### Clock routing, run 1

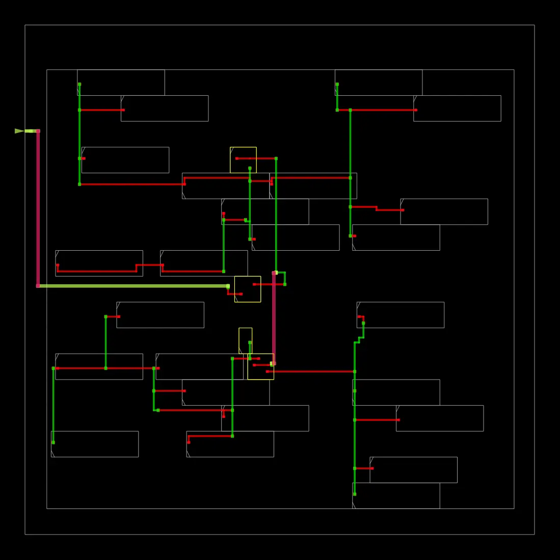
### Placement by cell class, run 1

Drawn at 12 px/um.
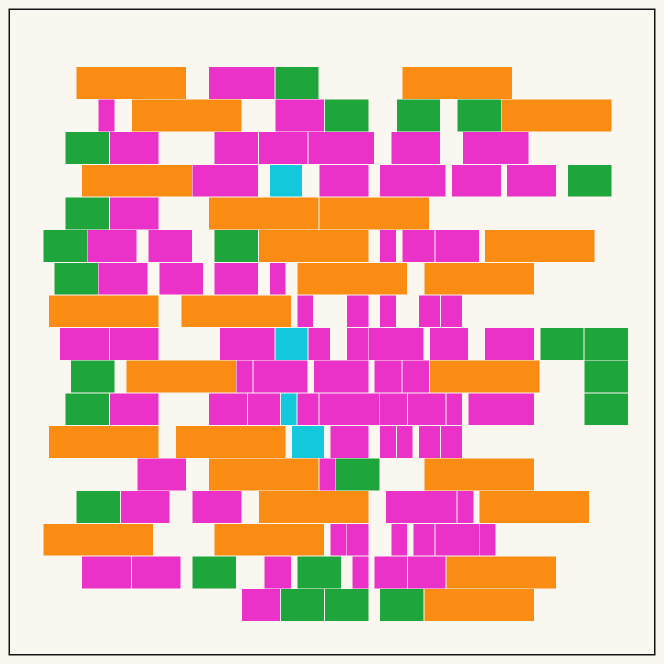
### Ports around the boundary, run 1

Drawn at 6 px/um. Pins as bars across the die edge, other pins in gray.
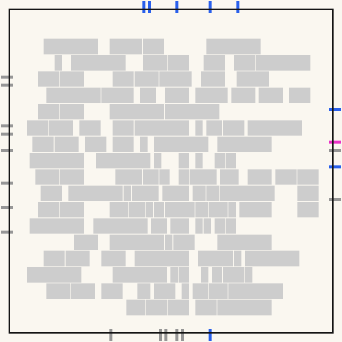
**config.mk**
```make
export PLATFORM = sky130hd
export DESIGN_NAME = serial_magnitude_comparator
export DESIGN_NICKNAME = d
export VERILOG_FILES = /design/src/rtl/serial_magnitude_comparator.sv
export SDC_FILE = /design/constraint.sdc
export NUM_CORES = 1
export LEC_CHECK = 0
export CAP_MARGIN = 20
export CORE_MARGIN = 2
export CORE_UTILIZATION = 53
export DETAILED_ROUTE_END_ITERATION = 7
export PLACE_DENSITY = 0.86
export REMOVE_ABC_BUFFERS = 1
export SLEW_MARGIN = 20
export SYNTH_ARGS = -nofsm -noshare
export SYNTH_HDL_FRONTEND = slang
export SYNTH_SLANG_ARGS = --single-unit
export TNS_END_PERCENT = 50
```
**constraint.sdc**
```tcl
create_clock -name clk -period 4 [get_ports clk]
set_clock_uncertainty 0.2 [all_clocks]
set_input_delay 0.6 -clock clk [delete_from_list [all_inputs] [get_ports clk]]
set_output_delay 0.6 -clock clk [all_outputs]
set_load 0.005 [all_outputs]
```
**src/rtl/serial_magnitude_comparator.sv**
```systemverilog
// serial_magnitude_comparator
//   Unsigned magnitude compare of two WIDTH-bit operands, resolved one bit per
//   clock from the MSB down. The compare stops at the first differing bit, so
//   latency is k cycles, where k is the 1-based position of that bit from the
//   MSB (k = WIDTH when the operands are equal).
//
// Ports
//   clk          rising-edge clock
//   reset        asynchronous reset, active high
//   start        begin a compare (accepted only in IDLE)
//   a, b         operands, captured when start is accepted
//   busy         high in COMPARE and DONE
//   done         one-cycle pulse, result valid
//   gt, lt, eq   result flags, held until the next accepted start
//
// state   | meaning
// --------+-----------------------------------------------------------
// IDLE    | waiting for start; result flags hold the last result
// COMPARE | examining the MSBs of the shift registers, one bit per cycle
// DONE    | result just registered; done pulse, back to IDLE next edge
module serial_magnitude_comparator #(
    parameter int WIDTH = 8
) (
    input  logic             clk,
    input  logic             reset,
    input  logic             start,
    input  logic [WIDTH-1:0] a,
    input  logic [WIDTH-1:0] b,
    output logic             busy,
    output logic             done,
    output logic             gt,
    output logic             lt,
    output logic             eq
);

    localparam int CNT_W = $clog2(WIDTH + 1);

    typedef enum logic [1:0] {
        ST_IDLE,
        ST_COMPARE,
        ST_DONE
    } state_t;

    state_t           state_q, state_d;
    logic [WIDTH-1:0] sh_a_q, sh_a_d;
    logic [WIDTH-1:0] sh_b_q, sh_b_d;
    logic [CNT_W-1:0] cnt_q, cnt_d;
    logic             gt_q, gt_d;
    logic             lt_q, lt_d;
    logic             eq_q, eq_d;

    logic a_msb;
    logic b_msb;

    assign a_msb = sh_a_q[WIDTH-1];
    assign b_msb = sh_b_q[WIDTH-1];

    always_ff @(posedge clk or posedge reset) begin
        if (reset) begin
            state_q <= ST_IDLE;
            sh_a_q  <= '0;
            sh_b_q  <= '0;
            cnt_q   <= '0;
            gt_q    <= 1'b0;
            lt_q    <= 1'b0;
            eq_q    <= 1'b0;
        end else begin
            state_q <= state_d;
            sh_a_q  <= sh_a_d;
            sh_b_q  <= sh_b_d;
            cnt_q   <= cnt_d;
            gt_q    <= gt_d;
            lt_q    <= lt_d;
            eq_q    <= eq_d;
        end
    end

    always_comb begin
        state_d = state_q;
        sh_a_d  = sh_a_q;
        sh_b_d  = sh_b_q;
        cnt_d   = cnt_q;
        gt_d    = gt_q;
        lt_d    = lt_q;
        eq_d    = eq_q;

        case (state_q)
            ST_IDLE: begin
                if (start) begin
                    sh_a_d  = a;
                    sh_b_d  = b;
                    cnt_d   = CNT_W'(WIDTH);
                    gt_d    = 1'b0;
                    lt_d    = 1'b0;
                    eq_d    = 1'b0;
                    state_d = ST_COMPARE;
                end
            end
            ST_COMPARE: begin
                if (a_msb && !b_msb) begin
                    gt_d    = 1'b1;
                    state_d = ST_DONE;
                end else if (!a_msb && b_msb) begin
                    lt_d    = 1'b1;
                    state_d = ST_DONE;
                end else if (cnt_q == CNT_W'(1)) begin
                    // last bit also matched: operands are equal
                    eq_d    = 1'b1;
                    state_d = ST_DONE;
                end else begin
                    sh_a_d = sh_a_q << 1;
                    sh_b_d = sh_b_q << 1;
                    cnt_d  = cnt_q - CNT_W'(1);
                end
            end
            ST_DONE: begin
                state_d = ST_IDLE;
            end
            default: begin
                state_d = ST_IDLE;
            end
        endcase
    end

    assign busy = (state_q != ST_IDLE);
    assign done = (state_q == ST_DONE);
    assign gt   = gt_q;
    assign lt   = lt_q;
    assign eq   = eq_q;

endmodule
```
==> deck_impl_summary.md, run 1 <==
Run Summary

Run status
  • Outcome: finished clean

Yosys
  • Fa+ha+maj area frac: 0.0383
  • Chip area estimate from yosys synthesis: 0.00131 mm^2
  • Dominant register cell in the synthesized netlist: dfrtp_1
  • Library cells used by synthesis: 27
  • Number of enable flip-flop cells: 0
  • Area share of xor/xnor cells in the synthesized design: 0
  • Gate count of the mapped netlist: 104
  • Yosys top cell by area: dfrtp_1
  • Biggest combinational cell group after synthesis: multiplexers
  • Synth top area share: 0.478
  • Share of flip-flops with an asynchronous set or reset: 1.00
  • Share of the yosys chip area belonging to registers: 0.478
  • Post-Syn Area: 0.00131 mm^2
  • Per-instance average area after synthesis: 12.6 um^2
  • Flops out of synthesis: 25

Final timing
  • Max-slew violation total from the final report: 0
  • Setup-violating endpoint count in the final report: 0
  • Minimum clock period after layout: 2.50 ns
  • Setup repair after global routing missed its margin: no
  • Setup TNS: 0 ns
  • Number of hold-slack violations in the final timing report: 0
  • Slew at the pin with the worst max-slew slack: 0.906 ns
  • Worst slew slack as a fraction of its limit: 0.395

Placed design
  • Inst Count DP: 151
  • Placement-stage cell area: 0.00154 mm^2
  • Final weighted congestion in routability-driven placement: 0.886
  • Worst setup slack before clock tree synthesis: 1.34 ns
  • Post-DP HPWL: 1.70 mm

Pwr
  • PnR Total Power: 0.00116 W
  • Seq. pwr: 0.000449 W
  • Power group with the largest share: combinational logic
  • Net Sw Power: 0.000393 W
  • VDD IR max: 0.436 mV
  • Power in combinational cells: 0.000597 W
  • Combinational power share: 0.516
  • Fraction of power spent switching nets: 0.340

Routing
  • First-pass iteration count of the detailed router: 5
  • Remaining design rule violation count: 0
  • Vias: 854
  • Detailed route wirelength on metal2: 1.20 mm
  • Final wirelength: 2.27 mm
  • Avg WL per Cell: 14.6 um
  • Metal3 WL: 61 um
  • Count of nets left with antenna violations after detail routing: 0

Finish
  • Final std cells w/o fill: 155
  • Number of ordinary and repair buffers in the finished layout: 23
  • Fraction of area in non-clock buffers: 0.147
  • Largest regs: sh_a_q: 8 flops, sh_b_q: 8 flops, cnt_q: 4 flops
  • Area used by sequential logic in the layout: 626 um^2
  • Final net count: 151
  • Layout-stage area growth over the synthesis result: 19.9%
  • Count of flip-flops and latches: 25
  • Fraction of standard cell area in multi-input logic: 0.401
  • Commonest cells after routing, fill and taps aside: dfrtp_1 (25), clkdlybuf4s50_1 (23), mux2_2 (19), nand2_1 (7)
  • # fillers: 163
  • Multi-input gates: 69
  • Share of layout cells above drive strength 1: 0.283
  • Cell class ranked first by area: logic gates
  • Clock network share of area: 0.0168
  • Dominant logic cell type in the layout: dfrtp_1
  • Count of antenna diodes in the layout: 0
  • Number of non-clock inverters in the layout: 6

Floorplan
  • Floorplan-stage core utilization: 0.574
  • Site Rows: 17
  • I/O Pins: 24
  • Die Size: 0.00288 mm^2
  • Well tap count: 28

GRT
  • Number of global-route vias before repair: 958
  • Total GRT Usage: 0.198
  • Largest net degree at the start of global routing: 26
  • Busiest layer in global routing: met2
  • Antenna violations before repair: 0
  • Grt total ovfl: 0

Hold path
  • Worst Hold Endpoint: sh_b_q[2]
  • Cells on Worst Hold Path: 1
  • Hold/Removal Path Class: flop to flop

Run
  • Total tool warning count: 27

Setup path
  • R2R Path End: sh_b_q[5]
  • Startpoint of the most critical register-to-register path: sh_a_q[7]
  • Type of the worst setup path: flop to flop
  • Cell family with most CP delay: simple AND/OR/NAND/NOR gates
  • Worst reg-to-reg path cell count: 4
  • Critical path startpoint category: flop
  • CP Data Arrival Time: 2.51 ns
  • Largest stage delay, worst path: 0.58 ns
  • Setup slack, reg-to-reg: 1.50 ns
  • Termination of the worst setup path: sh_b_q[5]
  • Crit Path Max Fanout: 17
  • Depth of the critical timing path with buffers and inverters included: 4
  • Data required time of the worst path: 4.02 ns
  • Slowest CP cell: or4b_4

Clocking
  • Clock transition at the registers of the reported paths: 0.13 ns
  • TritonCTS clock tree: built
  • Post-CTS Setup Bufs: 0
  • CTS H-tree depth: 1
  • CTS resizes: 0
  • CTS root buf: clkbuf_4
Back to the opening pictures, 'Clock routing':
number of CTS-inserted buffers: 3
sink count of the clock tree: 25
clk_lat worst skew: 0.31 ns
clk pwr: 0.000111 W

Back to the opening pictures, 'Placement by cell class':
cyan -> clock drivers and dummy loads  # cells 4, share of their area 1.7%
green -> remaining buffers and delay cells  # cells 23, share of their area 15%
magenta -> combinational and other logic  # cells 75, share of their area 42%
orange -> sequential cells  # cells 25, share of their area 41%
post-route cell area: 0.00157 mm^2
core area: 0.00228 mm^2
flop share of the area: 0.399
final core utilization: 0.689

Back to the opening pictures, 'Ports around the boundary':
blue -> a  # pins 8, direction input, edge 5 north, 2 east, 1 south
magenta -> lt  # pins 1, direction output, edge east
all pins by edge = 8 west, 6 south, 5 east, 5 north
number of buffer cells added on primary ports: 23
Die Y: 53.7 um
horizontal die size: 53.7 um

==> inputs of run 2 (changes only) <==
- CORE_UTILIZATION: 53 -> 51
- PLACE_DENSITY: 0.86 -> 0.83
- clock period: 4 -> 2.6 ns (I/O delays scaled with it)
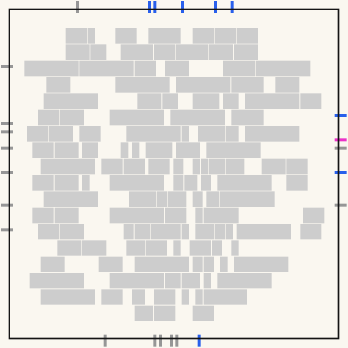
*Ports around the boundary, run 2*
Drawn at 6 px/um. Pins as bars across the die edge, other pins in gray.
blue -> a  # pins 8, direction input, edge 5 north, 2 east, 1 south
magenta -> lt  # pins 1, direction output, edge east
all pins by edge = 7 west, 6 south, 6 north, 5 east
Die Y: 54.6 um
horizontal die size: 54.6 um

==> deck_impl_summary.md, run 2 <==
Run Summary

Yosys
  • Dominant register cell in the synthesized netlist: dfrtp_1
  • Chip area estimate from yosys synthesis: 0.00131 mm^2 (unchanged)
  • Post-Syn Area: 0.00131 mm^2 (unchanged)
  • Area share of xor/xnor cells in the synthesized design: 0 (unchanged)
  • Biggest combinational cell group after synthesis: multiplexers
  • Flops out of synthesis: 25 (unchanged)
  • Library cells used by synthesis: 27 (unchanged)
  • Share of flip-flops with an asynchronous set or reset: 1.00 (unchanged)
  • Number of enable flip-flop cells: 0 (unchanged)
  • Yosys top cell by area: dfrtp_1
  • Share of the yosys chip area belonging to registers: 0.478 (unchanged)
  • Synth top area share: 0.478 (unchanged)

Pwr
  • Net Sw Power: 0.000603 W (+53%)
  • VDD IR max: 0.629 mV (+44%)
  • PnR Total Power: 0.00181 W (+57%)
  • Power in combinational cells: 0.000960 W (+61%)
  • Seq. pwr: 0.000690 W (+54%)
  • Power group with the largest share: combinational logic
  • Combinational power share: 0.529 (+0.013)

Finish
  • Largest regs: sh_a_q: 8 flops, sh_b_q: 8 flops, cnt_q: 4 flops
  • Share of layout cells above drive strength 1: 0.295 (+0.0111)
  • Final core utilization: 0.651 (-0.0380)
  • Fraction of area in non-clock buffers: 0.161 (+0.0145)
  • Final std cells w/o fill: 159 (+2.6%)
  • Clock network share of area: 0.0164 (-0.000315)
  • Final net count: 153 (+1.3%)
  • Commonest cells after routing, fill and taps aside: dfrtp_1 (25), clkdlybuf4s50_1 (23), mux2_2 (19), nand2_1 (7)
  • Count of antenna diodes in the layout: 0 (unchanged)
  • Number of non-clock inverters in the layout: 6 (unchanged)
  • Count of flip-flops and latches: 25 (unchanged)
  • Cell class ranked first by area: logic gates
  • Area used by sequential logic in the layout: 626 um^2 (unchanged)
  • Layout-stage area growth over the synthesis result: 22.2%
  • Number of ordinary and repair buffers in the finished layout: 25 (+8.7%)

Routing
  • Count of nets left with antenna violations after detail routing: 0 (unchanged)
  • Remaining design rule violation count: 0 (unchanged)
  • Detailed route wirelength on metal2: 1.13 mm (-6.2%)
  • First-pass iteration count of the detailed router: 4 (-1)
  • Vias: 855 (+0.12%)
  • Metal3 WL: 96 um (+57%)

Setup path
  • Data required time of the worst path: 2.60 ns (-1.42 ns)
  • R2R Path End: sh_b_q[1]
  • Setup slack, reg-to-reg: 0.36 ns (-1.14 ns)
  • Slowest CP cell: or4b_4
  • Type of the worst setup path: flop to flop
  • CP Data Arrival Time: 2.24 ns (-0.27 ns)
  • Crit Path Max Fanout: 17 (unchanged)
  • Critical path startpoint category: flop
  • Startpoint of the most critical register-to-register path: sh_b_q[7]

GRT
  • Busiest layer in global routing: met2
  • Grt total ovfl: 0 (unchanged)
  • Antenna violations before repair: 0 (unchanged)
  • Number of global-route vias before repair: 866 (-9.6%)
  • Largest net degree at the start of global routing: 26 (unchanged)

Final timing
  • Slew at the pin with the worst max-slew slack: 0.465 ns (-0.441 ns)
  • Setup repair after global routing missed its margin: no
  • Setup-violating endpoint count in the final report: 0 (unchanged)
  • Number of hold-slack violations in the final timing report: 0 (unchanged)
  • Setup TNS: 0 ns (unchanged)

Clocking
  • TritonCTS clock tree: built
  • Sink count of the clock tree: 25 (unchanged)
  • Number of CTS-inserted buffers: 3 (unchanged)
  • CTS root buf: clkbuf_4

Floorplan
  • Floorplan-stage core utilization: 0.533 (-0.0419)
  • Die Size: 0.00298 mm^2 (+3.6%)
  • Well tap count: 30 (+7.1%)
  • Site Rows: 18 (+1)
  • I/O Pins: 24 (unchanged)
  • Core area: 0.00245 mm^2 (+7.9%)

Run status
  • Outcome: finished clean

Run
  • Total tool warning count: 27 (unchanged)

Placed design
  • Inst Count DP: 155 (+2.6%)
  • Placement-stage cell area: 0.00157 mm^2 (+1.9%)
  • Final weighted congestion in routability-driven placement: 0.870 (-1.8%)
  • Worst setup slack before clock tree synthesis: 0.217 ns (-1.12 ns)

Hold path
  • Hold/Removal Path Class: input port to asynchronous set/reset pin
Power figures rest on the tool's default switching activity, not on a simulated workload.
